==> images/cell_density.png <==
The die is cut into 11 by 11 equal tiles; white is low, dark blue is high, 0 to 100% covered.
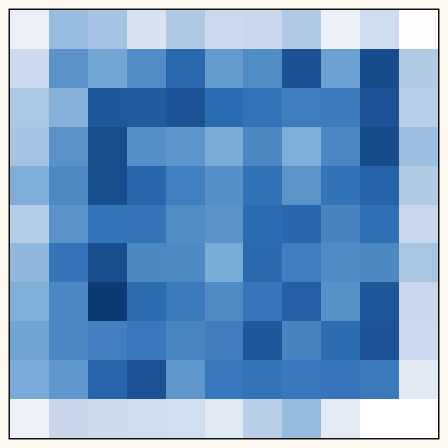
==> images/placement.png <==
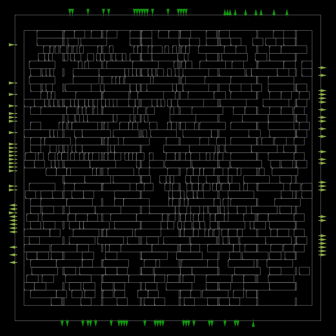
==> images/detail.png <==
Region (72, 72) to (92, 92) um. Cells in gray, sequential cells in the stronger gray; small squares are vias.
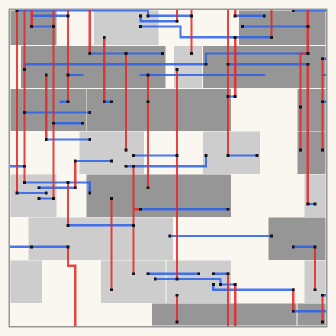
==> config.mk <==
export PLATFORM = sky130hd
export DESIGN_NAME = spi_slave_rx_flat
export DESIGN_NICKNAME = d
export VERILOG_FILES = /design/src/rtl/spi_slave_rx_if.sv /design/src/rtl/spi_slave_rx.sv /design/src/flat_wrapper.sv
export SDC_FILE = /design/constraint.sdc
export NUM_CORES = 1
export LEC_CHECK = 0
export ABC_CLOCK_PERIOD_IN_PS = 3500
export CORE_MARGIN = 3
export CORE_UTILIZATION = 46
export CTS_CLUSTER_SIZE = 30
export DETAILED_ROUTE_END_ITERATION = 7
export GPL_TIMING_DRIVEN = 0
export PLACE_DENSITY_LB_ADDON = 0.05
export RECOVER_POWER = 25
export SETUP_SLACK_MARGIN = 0.3
export SLEW_MARGIN = 20
export SYNTH_ARGS = -nofsm -noshare
export SYNTH_HDL_FRONTEND = slang
export SYNTH_SLANG_ARGS = --single-unit
==> constraint.sdc <==
create_clock -name clk -period 3.5 [get_ports clk]
set_clock_uncertainty 0.15 [all_clocks]
set_input_delay 0.525 -clock clk [delete_from_list [all_inputs] [get_ports clk]]
set_output_delay 0.525 -clock clk [all_outputs]
set_load 0.05 [all_outputs]
==> impl_metrics.csv <==
group,metric,value,unit
status,status,"completed",
routing,remaining_drc_errors,0,
routing,wl_met2,4640,um
final_layout,inv_count,4,
floorplanning,nWellTaps,133,
floorplanning,die_y,109,um
final_timing,worst_slew_pin_slew,1.40,ns
grt,gr-total-overflow,0,
final_layout,drive_above_1_share,0.195,
worst_setup_path,r2r_slack,1.04,ns
final_layout,non_clock_buffer_count,133,
final_timing,report.final.slew_viol_count,0,
cts,h-tree-depth,4,
final_timing,fmax,332,MHz
place,dp_hpwl,6960,um
power,p_switching,690,uW
routing,routedWlPerCell,14.1,um
cts,holdBufCountCts,0,
final_layout,sh_seq_area,0.436,
final_layout,comb_area_frac,0.266,
final_layout,area_delta_synth_final,39.3,%
logic_synthesis,synthesis.nets,456,
grt,use_met3,0.0592,
logic_synthesis,async_flop_share,1.00,
min_path,hold_class,"reg2reg",
routing,antenna_left,0,
floorplanning,fp.dieW,109,um
power,comb_power,124,uW
logic_synthesis,xor_share,0.00720,
grt,grt_most_used_layer,"met2",
cts,clockRootBuffer,"clkbuf_8",
cts,clk_pin_slew,0.06,ns
cts,cts_buffers,17,
final_layout,finalInstanceArea,6780,um2
logic_synthesis,synthTopLogicFamily,"multiplexers",
worst_setup_path,cp_data_arrival_time,2.34,ns
power,p_clk_frac,0.538,
job,max_cap_violations,0,
place,place_area,6180,um2
final_layout,clock_area_frac,0.0911,
final_layout,nFillCells,759,
logic_synthesis,top_area_frac,0.591,
power,ir_drop,0.000271,V
final_layout,regArea,2960,um2
final_layout,top_area_cell_class,"flip-flops and latches",
cts,cts_sinks,118,
routing,top_layer_used,"met4",
grt,grt_pass1_vias,3571,
grt,grt_usage,0.177,
final_timing,grt_setup_unrepaired,"no",
logic_synthesis,ys_types,44,
logic_synthesis,synth_area,4870,um2
final_timing,relSlewSlack,0.0666,
logic_synthesis,ys_cells,418,
logic_synthesis,syn_inst,418,
final_timing,setup_viol,0,
logic_synthesis,yosysMostFrequentCell,"dfrtp_1",
routing,met3_length,715,um
worst_setup_path,crit_required,2.82,ns
place,globalplace.congestion,0.846,
final_layout,nonClkBufAreaFrac,0.180,
grt,grtUsageMet1,0.232,
grt,grtUsageMet2,0.271,
worst_setup_path,cp_max_fo,10,
power,power-top-group,"clock",
final_timing,timing.final.ws_setup,0.487,ns
cts,insertion_delay,0.50,ns
logic_synthesis,avgSynthCellArea,11.6,um2
floorplanning,fp-row-count,36,
logic_synthesis,ys_sh_adder,0.00257,
routing,viasPerCell,5.25,
job,warning_count,26,
final_timing,tns,0,ns
worst_setup_path,ff2ff_path_depth,4,
About cell_density.png:
- nearly empty tiles: 2.5%
- mean over tiles: 56%
- tiles over 75% full: 22%
- fullest tile: 97%
initial core utilization: 0.485
Core Area: 10000 um2

About placement.png:
non-filler instance count after layout: 692
end-of-flow core utilization: 0.675

About detail.png:
- red: metal 2
- blue: metal 1
- most frequent: dfrtp_1 (7), mux2_2 (5)
- sequential cells in the window: 7
- cells with their middle in the window: 15

==> cell usage in the layout, fill, tap and decap left out, types with 4 or more instances in the layout <==
master	netlist	routed
nor4_1	4	4
bufinv_16	0	4
nand2b_1	4	4
clkbuf_1	20	22
mux2_2	65	65
nand2_1	68	68
clkdlybuf4s50_1	0	100
a31oi_1	29	29
o21ai_0	7	7
nand3_1	8	8
nor2_1	41	41
clkinv_4	0	4
clkbuf_16	0	16
dfrtp_1	115	115
dlygate4sd3_1	0	4
==> critical path: stages (launching register included) <==
cell and delay, ns:
dfrtp_1 0.45, clkbuf_1 0.35, nor3_1 0.13, inv_1 0.09
clkdlybuf4s50_1 0.82
==> what timing repair did <==
action / CTS / global route
resized: 1 / 0
endpoints found under the setup margin: 1 / 0
endpoints found under the hold margin: 0 / 0
Power figures rest on the tool's default switching activity, not on a simulated workload.
